`config.mk`:
```
export PLATFORM = sky130hd
export DESIGN_NAME = fxp_mult_pipe
export DESIGN_NICKNAME = d
export VERILOG_FILES = /design/src/rtl/fxp_pkg.sv /design/src/rtl/fxp_round_sat.sv /design/src/rtl/fxp_mult_pipe.sv
export SDC_FILE = /design/constraint.sdc
export NUM_CORES = 1
export LEC_CHECK = 0
export CAP_MARGIN = 20
export CORE_AREA = 2 2 86 88
export CTS_BUF_LIST = sky130_fd_sc_hd__clkbuf_4 sky130_fd_sc_hd__clkbuf_8
export CTS_CLUSTER_DIAMETER = 100
export CTS_CLUSTER_SIZE = 8
export DETAILED_ROUTE_END_ITERATION = 16
export DIE_AREA = 0 0 88 90
export PLACE_DENSITY = 0.64
export SLEW_MARGIN = 20
export SYNTH_ARGS = -nofsm -noshare
export SYNTH_HDL_FRONTEND = slang
export SYNTH_SLANG_ARGS = --single-unit
```
`constraint.sdc`:
```
create_clock -name CLK -period 1.5 [get_ports CLK]
set_input_delay 0.225 -clock CLK [delete_from_list [all_inputs] [get_ports CLK]]
set_output_delay 0.225 -clock CLK [all_outputs]
set_load 0.005 [all_outputs]
```
`src/rtl/fxp_pkg.sv`:
```
// Shared constants and helpers for the fixed-point arithmetic group.
// Narrowing mode encodings plus a width helper for guard/product sizing.
package fxp_pkg;

    localparam int RND_TRUNC      = 0;
    localparam int RND_HALF_UP    = 1;
    localparam int RND_CONVERGENT = 2;

    function automatic int fxp_max_w(input int a, input int b);
        return (a > b) ? a : b;
    endfunction

endpackage

```
`src/rtl/fxp_round_sat.sv`:
```
// Narrows a full-precision signed product to WIO.WFO with rounding and overflow flag.
// Latency: combinational. Backpressure: none, pure function of p.
// Overflow behaviour: clamp when FXP_MULT_SAT_EN is defined, else sign-preserving truncation.
module fxp_round_sat
    import fxp_pkg::*;
#(
    parameter int WI       = 6,
    parameter int WF       = 8,
    parameter int WIO      = 4,
    parameter int WFO      = 4,
    parameter int RND_MODE = RND_TRUNC
) (
    input  logic signed [WI+WF-1:0]   p,
    output logic        [WIO+WFO-1:0] o,
    output logic                      ovf
);

    localparam int IW = fxp_max_w(WI + 1, WIO);
    localparam int EW = IW + WF;
    localparam int RW = IW + WFO;
    localparam int OW = WIO + WFO;
    localparam int D  = WF - WFO;
    localparam logic [OW-1:0] SAT_MIN = OW'(1) << (OW - 1);
    localparam logic [OW-1:0] SAT_MAX = ~SAT_MIN;

    logic signed [EW-1:0] ext;
    logic        [RW-1:0] r;
    logic        [RW-OW:0] top;

    // One extra integer bit above the product so a rounding carry is kept.
    assign ext = EW'(p);

    generate
        if (D > 0) begin : g_drop
            localparam logic [EW-1:0] HALF = EW'(1) << (D - 1);
            logic [EW-1:0] inc;
            logic [EW-1:0] sum;
            logic          unused_lsbs;
            if (RND_MODE == RND_HALF_UP) begin : g_half
                assign inc = HALF;
            end else if (RND_MODE == RND_CONVERGENT) begin : g_conv
                // Half-minus-one plus kept LSB: an exact half only carries when the LSB is odd.
                assign inc = HALF - EW'(1) + EW'(p[D]);
            end else begin : g_trunc
                assign inc = '0;
            end
            assign sum         = ext + inc;
            assign r           = sum[EW-1:D];
            assign unused_lsbs = ^sum[D-1:0];
        end else if (D == 0) begin : g_keep
            assign r = ext;
        end else begin : g_pad
            assign r = {ext, {(-D){1'b0}}};
        end
    endgenerate

    assign top = r[RW-1:OW-1];
    assign ovf = !((&top) || !(|top));

    always_comb begin
        o = r[OW-1:0];
        if (ovf) begin
`ifdef FXP_MULT_SAT_EN
            o = p[WI+WF-1] ? SAT_MIN : SAT_MAX;
`else
            o = (r[OW-1:0] & SAT_MAX) | (p[WI+WF-1] ? SAT_MIN : '0);
`endif
        end
    end

endmodule

```
`src/rtl/fxp_mult_pipe.sv`:
```
// Signed fixed-point multiplier, narrowed to WIO.WFO; FXP_MULT_SAT_EN selects clamping on overflow.
// Latency: STAGES cycles, one result per cycle.
// Backpressure: single global advance; a stalled output freezes every stage and drops in_ready.
module fxp_mult_pipe
    import fxp_pkg::*;
#(
    parameter int WI1      = 4,
    parameter int WF1      = 3,
    parameter int WI2      = 2,
    parameter int WF2      = 5,
    parameter int WIO      = 4,
    parameter int WFO      = 4,
    parameter int STAGES   = 3,
    parameter int RND_MODE = RND_TRUNC
) (
    input  logic                      CLK,
    input  logic                      RST,
    input  logic                      in_valid,
    output logic                      in_ready,
    input  logic signed [WI1+WF1-1:0] in1,
    input  logic signed [WI2+WF2-1:0] in2,
    output logic                      out_valid,
    input  logic                      out_ready,
    output logic        [WIO+WFO-1:0] out,
    output logic                      out_ovf
);

    localparam int PW = WI1 + WF1 + WI2 + WF2;
    localparam int NP = STAGES - 1;

    logic signed [PW-1:0]      a_ext;
    logic signed [PW-1:0]      b_ext;
    logic signed [PW-1:0]      prod;
    logic signed [PW-1:0]      p_q [NP];
    logic        [NP-1:0]      v_q;
    logic                      adv;
    logic        [WIO+WFO-1:0] nar;
    logic                      nar_ovf;

    assign a_ext    = PW'(in1);
    assign b_ext    = PW'(in2);
    assign prod     = a_ext * b_ext;
    assign adv      = out_ready | ~out_valid;
    assign in_ready = adv;

    fxp_round_sat #(
        .WI       (WI1 + WI2),
        .WF       (WF1 + WF2),
        .WIO      (WIO),
        .WFO      (WFO),
        .RND_MODE (RND_MODE)
    ) u_round (
        .p   (p_q[NP-1]),
        .o   (nar),
        .ovf (nar_ovf)
    );

    // Stage 0 holds the raw product; later product stages are plain delays for retiming.
    always_ff @(posedge CLK or negedge RST) begin
        if (!RST) begin
            for (int i = 0; i < NP; i++) begin
                p_q[i] <= '0;
            end
            v_q       <= '0;
            out_valid <= 1'b0;
            out       <= '0;
            out_ovf   <= 1'b0;
        end else if (adv) begin
            p_q[0] <= prod;
            v_q[0] <= in_valid;
            for (int i = 1; i < NP; i++) begin
                p_q[i] <= p_q[i-1];
                v_q[i] <= v_q[i-1];
            end
            out_valid <= v_q[NP-1];
            out       <= nar;
            out_ovf   <= nar_ovf;
        end
    end

endmodule

```
run_1/layers.png
Only two layers are drawn.
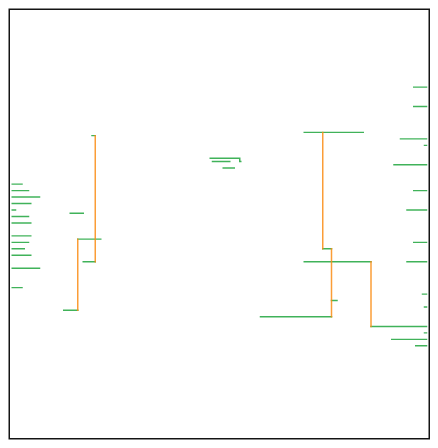
legend:
  orange:
    layer: M4
    wire_length: 93.8 microns
  green:
    layer: M3
    wire_length: 171 microns
Routed WL per cell: 11.6 microns
final WL: 6.45 mm

run_1/port_trees.png
Bar = 20 microns.
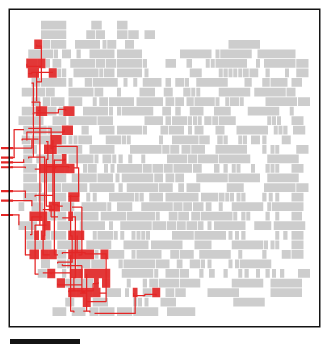
legend:
  red:
    port: `in2`
    direction: input
    edge: west
    end_cells: 43
    buffers: 18
    wire: 577 microns
I/O pin cnt: 29
port buffer count: 28

run_1/m2.png
Bar = 20 microns.
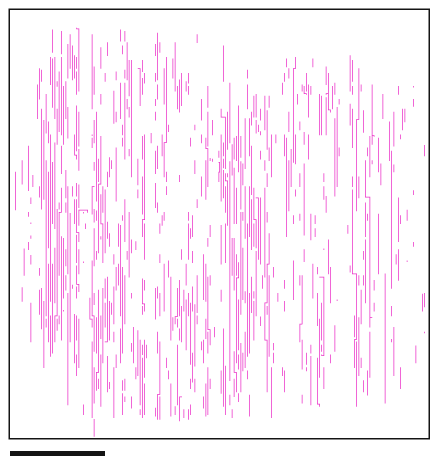
share of all routed wire: 54%
main direction: vertical
wire length on this layer: 3480 microns
longest straight run: 46.1 microns
met2 Use GR: 0.324
vias: 2547

==> qor.yml, run 1 <==
outcome:
  outcome: "finished with violations"
  failed_checks: "setup timing"
route:
  drc: 0
  wl_met3_microns: 171
  ant_nets: 0
logic_synthesis:
  syn_area_sq_um: 3100
  edf_count: 0
  ys_types: 31
  floorplan.nets: 432
  mux_share: 0
  ys_seq_share: 0.258
  flop_cell: "dfrtp_1"
  yosys-top-cells-count: "nand2_1, inv_1, fa_1"
cells_and_area:
  final_cells: 554
  largest_cell_class: "logic gates"
  comb_area_frac: 0.517
  nMultiInputCombCells: 248
  n_fill_cell: 576
  nFlopsAndLatches: 32
  insertedDiodeCount: 0
  inv_count: 63
  register_area_sq_um: 801
  drive_gt1_frac: 0.365
power_and_ir_drop:
  p_clk_frac: 0.112
  combPwrFrac: 0.695
  p_total_uw: 7900
  sw_frac_of_total: 0.384
die:
  die_y_microns: 90
  floorplan.core_util: 0.441
  core-area_sq_um: 7020
  nWellTaps: 99
global_routing:
  use_met1: 0.204
  grt_max_degree: 33
  antenna_found_initial: 0
final_timing:
  min_period_over_period: 2.55
  finalSetupViolCount: 10
  fmax_mhz: 262
  min_period_ns: 3.82
  rsz0062_at_grt: "true"
  timing.final.ws_setup_ns: -2.32
setup_path:
  crit_chain: "buf_8 -> and2_4 -> fa_1 -> inv_2 -> fa_1 -> inv_1 -> fa_1 -> inv_1 -> fa_2 -> inv_2 -> ha_4 -> a21o_1 -> a221oi_4 -> o21bai_1 -> a2111o_1 -> o311ai_2"
  startpoint_type: "input port"
  crit-reg2reg-capture: "p_q[25]"
  rrSetupSlack_ns: 0.18
clocking:
  insertion_delay_ns: 0.28
  cts_hold_buf: 0
place:
  pre_cts_ws_ns: -3.07
run_1/ff_map.png
Other sequential cells in the stronger gray, the rest of the logic in the fainter gray.
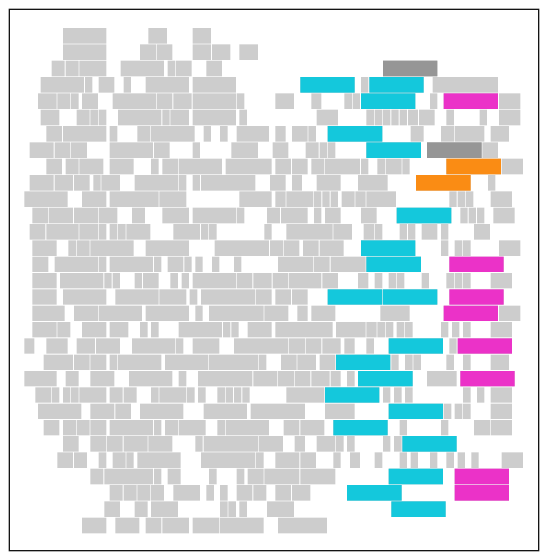

## Run 2: what changed since run 1
- CTS_CLUSTER_DIAMETER: 100 -> 150
- HOLD_SLACK_MARGIN: default -> 0.1
- PLACE_DENSITY: 0.64 -> default
run_2/ff_map.png
Other sequential cells in the stronger gray, the rest of the logic in the fainter gray.
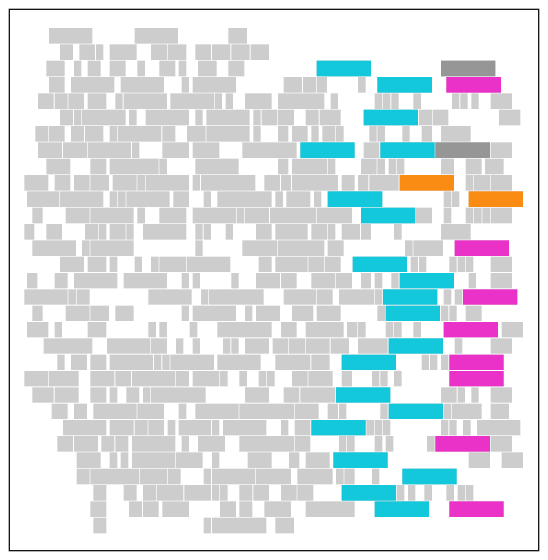
legend:
  orange:
    name_in_the_netlist: `v_q`
    placed_flops: 2
  cyan:
    name_in_the_netlist: `p_q`
    placed_flops: 20
  magenta:
    name_in_the_netlist: `out`
    placed_flops: 8
sequential cell area: 801 sq um
seq pwr: 1510 uW
final core occ: 0.654

run_2/m2.png
Bar = 20 microns.
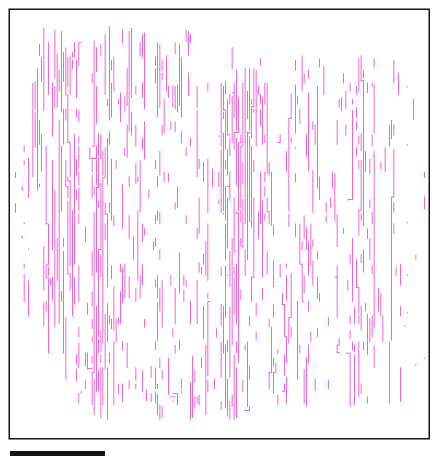
share of all routed wire: 53%
longest straight run: 42.8 microns
main direction: vertical
met2 Use GR: 0.321
vias: 2531
final WL: 6.25 mm

==> run 2 against run 1 <==
  * The flow still finishes with violations (setup timing)
  * Non-clock buffer count down 9
  * Sequential share of layout area up 0.24 points
  * First-iteration DRC count down 5.9%
  * Cell area down 1.4%
  * Utilization down 0.93 points
  * Area after synthesis unchanged
  * Sequential power about the same
  * Die size unchanged
  * Total power down 0.10%
  * Critical path depth unchanged
  * Flip-flop count unchanged
  * Highest routed layer unchanged
==> qor.yml, run 2 <==
outcome:
  outcome: "finished with violations"  # unchanged
  failed_checks: "setup timing"  # unchanged
cells_and_area:
  nClkBuffers: 8  # was 7
  nFlopsAndLatches: 32  # unchanged
  drive_gt1_frac: 0.363  # was 0.365
  final_cells: 545  # was 554
  largest_register_ff_count: 20  # unchanged
  n_fill_cell: 565  # was 576
  insertedDiodeCount: 0  # unchanged
  largestRegisters: "p_q (20), out (8), v_q (2)"  # unchanged
  nMultiInputCombCells: 248  # unchanged
  largest_cell_class: "logic gates"  # unchanged
  inv_count: 63  # unchanged
  final_cell_mix: "nand2_1, buf_4, inv_1, fa_1, dfrtp_1"  # unchanged
  comb_area_frac: 0.533  # was 0.517
setup_path:
  worstSetupPathDepth: 16  # unchanged
  crit_chain: "buf_12 -> and2_4 -> fa_1 -> inv_2 -> fa_1 -> inv_1 -> fa_1 -> inv_1 -> fa_1 -> inv_2 -> ha_4 -> a21o_1 -> a221oi_2 -> o21bai_1 -> a2111o_1 -> o311ai_2"  # was buf_8 -> and2_4 -> fa_1 -> inv_2 -> fa_1 -> inv_1 -> fa_1 -> inv_1 -> fa_2 -> inv_2 -> ha_4 -> a21o_1 -> a221oi_4 -> o21bai_1 -> a2111o_1 -> o311ai_2
  cp-end-kind: "register"  # unchanged
  crit_path_start: "in2[1]"  # was in2[3]
  startpoint_type: "input port"  # unchanged
  crit-reg2reg-capture: "p_q[25]"  # unchanged
  rrSetupSlack_ns: 0.19  # was 0.18 ns
place:
  place.gp.congestion: 0.780  # was 0.844
  pre_cts_ws_ns: -3.04  # was -3.07 ns
  port_buffers: 28  # unchanged
  place_area_sq_um: 4110  # was 4120 sq um
logic_synthesis:
  ys_seq_share: 0.258  # unchanged
  floorplan.nets: 432  # unchanged
  flop_cell: "dfrtp_1"  # unchanged
  yosys-top-cells-count: "nand2_1, inv_1, fa_1"  # unchanged
  syn_area_sq_um: 3100  # unchanged
  mux_share: 0  # unchanged
  ys_types: 31  # unchanged
  edf_count: 0  # unchanged
global_routing:
  use_met1: 0.201  # was 0.204
  antenna_found_initial: 0  # unchanged
  grt_max_degree: 27  # was 33
clocking:
  cts_hold_buf: 0  # unchanged
  insertion_delay_ns: 0.28  # about the same
  cts_resized: 111  # was 105
route:
  ant_nets: 0  # unchanged
  top_layer_used: "met4"  # unchanged
  wl_met3_microns: 175  # was 171 microns
  wire_per_inst_microns: 11.5  # was 11.6 microns
  via_per_inst: 4.64  # was 4.60
  first_pass_iters: 4  # unchanged
  drc: 0  # unchanged
power_and_ir_drop:
  p_clk_frac: 0.089  # was 0.112
  sw_frac_of_total: 0.395  # was 0.384
  p_total_uw: 7890  # was 7900 uW
  combPwrFrac: 0.719  # was 0.695
die:
  die_y_microns: 90  # unchanged
  pin_count: 29  # unchanged
  rows: 31  # unchanged
  floorplan.core_util: 0.441  # unchanged
  core-area_sq_um: 7020  # unchanged
  nWellTaps: 99  # unchanged
final_timing:
  fmax_mhz: 268  # was 262 MHz
  min_period_ns: 3.72  # was 3.82 ns
  min_period_over_period: 2.48  # was 2.55
  rsz0062_at_grt: "true"  # unchanged
  timing.final.ws_setup_ns: -2.22  # was -2.32 ns
  finalSetupViolCount: 10  # unchanged
run_2/port_trees.png
Bar = 20 microns.
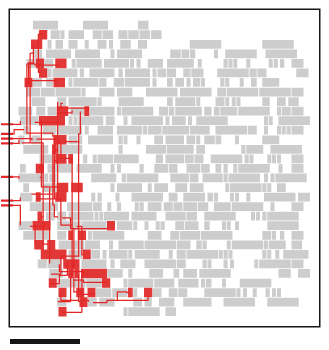
legend:
  red:
    port: `in2`
    direction: input
    edge: west
    end_cells: 43
    buffers: 18
    wire: 598 microns

run_2/layers.png
Only two layers are drawn.
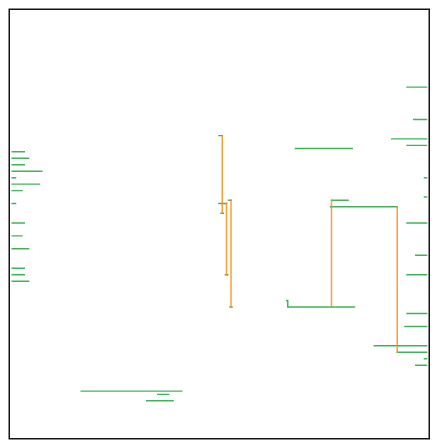

## Run 3: what changed since run 2
- CORE_AREA: 2 2 86 88 -> 2 2 105 107
- DIE_AREA: 0 0 88 90 -> 0 0 107 109
- GPL_TIMING_DRIVEN: default -> 0
- SLEW_MARGIN: 20 -> default
run_3/layers.png
Only two layers are drawn.
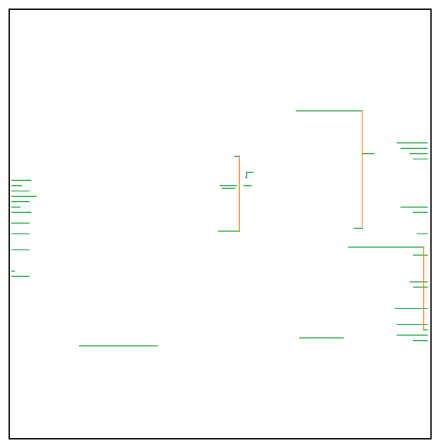
legend:
  orange:
    layer: M4
    wire_length: 70.0 microns
  green:
    layer: M3
    wire_length: 212 microns
GR Util All Layers: 0.115
final WL: 6.30 mm
Routed WL per cell: 11.3 microns
vias: 2387

run_3/placed.png
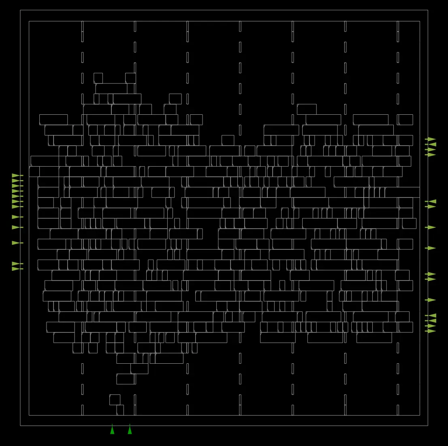
final cell count without fillers: 555
# rows: 38

run_3/port_trees.png
Bar = 20 microns.
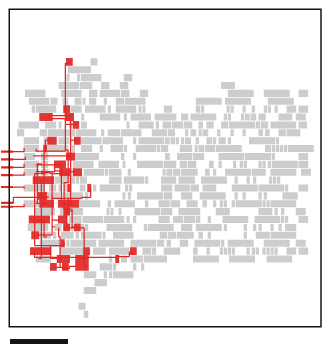
legend:
  red:
    port: `in2`
    direction: input
    edge: west
    end_cells: 43
    buffers: 12
    wire: 515 microns

==> run 3 against run 2 <==
  * The run still ends with setup timing left
  * First-iteration DRC count decreased by 15%
  * Clock skew increased by 0.0027 ns
  * Hold slack improved by 0.23 ns
  * Count of clock-buffer cells in the layout unchanged
  * Non-clock buffer count decreased by 31
  * Routed wire length increased by 0.75%
  * Largest cell class unchanged
  * Worst setup slack got worse by 0.030 ns
  * Utilization decreased by 24 points
  * Via count decreased by 5.7%
  * Cell area decreased by 4.5%
==> qor.yml, run 3 <==
cells_and_area:
  nMultiInputCombCells: 248  # unchanged
  insertedDiodeCount: 0  # unchanged
  largest-register: "p_q"  # unchanged
  register_area_sq_um: 801  # unchanged
  nFlopsAndLatches: 32  # unchanged
  inv_count: 63  # unchanged
  largest_register_ff_count: 20  # unchanged
  largestRegisters: "p_q (20), out (8), v_q (2)"  # unchanged
  largest_cell_class: "logic gates"  # unchanged
  drive_gt1_frac: 0.308  # was 0.363
  n_fill_cell: 1036  # was 565
  comb_area_frac: 0.547  # was 0.533
  final_cell_mix: "nand2_1, inv_1, fa_1, dfrtp_1, and2_1"  # was nand2_1, buf_4, inv_1, fa_1, dfrtp_1
  clkCellAreaFrac: 0.0223  # was 0.0213
  sh_seq_area: 0.183  # was 0.175
  post-route-util: 0.413  # was 0.654
  nClkBuffers: 8  # unchanged
route:
  via_per_inst: 4.30  # was 4.64
  ant_nets: 0  # unchanged
  drc: 0  # unchanged
  first_iter_violations: 41  # was 48
  wl_met3_microns: 211  # was 175 microns
  top_layer_used: "met4"  # unchanged
  first_pass_iters: 4  # unchanged
clocking:
  insertion_delay_ns: 0.27  # was 0.28 ns
  cts_resized: 132  # was 111
  cts_hold_buf: 0  # unchanged
  clkSlewWorstSetupHoldPaths_ns: 0.06  # about the same
die:
  pin_count: 29  # unchanged
  floorplan.core_util: 0.292  # was 0.441
  die_area_sq_um: 11700  # was 7920 sq um
  nWellTaps: 140  # was 99
  core-area_sq_um: 10600  # was 7020 sq um
  die_y_microns: 109  # was 90 microns
setup_path:
  crit_path_start: "in1[5]"  # was in2[1]
  worstSetupPathDepth: 16  # unchanged
  startpoint_type: "input port"  # unchanged
  crit_chain: "buf_8 -> and2_4 -> fa_1 -> inv_1 -> fa_1 -> inv_1 -> fa_1 -> inv_2 -> fa_1 -> inv_2 -> ha_4 -> a21o_1 -> a221oi_2 -> o21bai_1 -> a2111o_1 -> o311ai_1"  # was buf_12 -> and2_4 -> fa_1 -> inv_2 -> fa_1 -> inv_1 -> fa_1 -> inv_1 -> fa_1 -> inv_2 -> ha_4 -> a21o_1 -> a221oi_2 -> o21bai_1 -> a2111o_1 -> o311ai_2
  crit-reg2reg-capture: "p_q[26]"  # was p_q[25]
  r2r.worst_path.cells: 6  # was 4
  cp-end-kind: "register"  # unchanged
  rrSetupSlack_ns: 0.09  # was 0.19 ns
final_timing:
  rsz0062_at_grt: "true"  # unchanged
  timing.final.ws_setup_ns: -2.26  # was -2.22 ns
  min_period_over_period: 2.50  # was 2.48
  finalSetupViolCount: 10  # unchanged
  slew_viol_final: 0  # unchanged
  fmax_mhz: 266  # was 268 MHz
  hold_viol: 0  # unchanged
  min_period_ns: 3.76  # was 3.72 ns
logic_synthesis:
  floorplan.nets: 432  # unchanged
  edf_count: 0  # unchanged
  ys_seq_share: 0.258  # unchanged
  flop_cell: "dfrtp_1"  # unchanged
  mux_share: 0  # unchanged
  syn_area_sq_um: 3100  # unchanged
  netlist_instances: 350  # unchanged
  ys_types: 31  # unchanged
  synth.logic.top_family: "adder cells"  # unchanged
  yosys-top-cells-count: "nand2_1, inv_1, fa_1"  # unchanged
  ys_area_sq_um: 3100  # unchanged
  simple_gate_area_frac: 0.200  # unchanged
power_and_ir_drop:
  combPwrFrac: 0.697  # was 0.719
  p_clk_frac: 0.095  # was 0.089
  p_total_uw: 7280  # was 7890 uW
  sw_frac_of_total: 0.404  # was 0.395
  pg_seq_uw: 1510  # about the same
place:
  place.gp.congestion: 0.791  # was 0.780
  pre_cts_ws_ns: -3.42  # was -3.04 ns
  port_buffers: 28  # unchanged
  place_area_sq_um: 3760  # was 4110 sq um
outcome:
  failed_checks: "setup timing"  # unchanged
  outcome: "finished with violations"  # unchanged
global_routing:
  grt_max_degree: 21  # was 27
  antenna_found_initial: 0  # unchanged
  use_met1: 0.151  # was 0.201
  grt_pass1_vias: 2412  # was 2619
  met2_usage: 0.202  # was 0.321
Power is estimated from default activity; no workload was simulated.
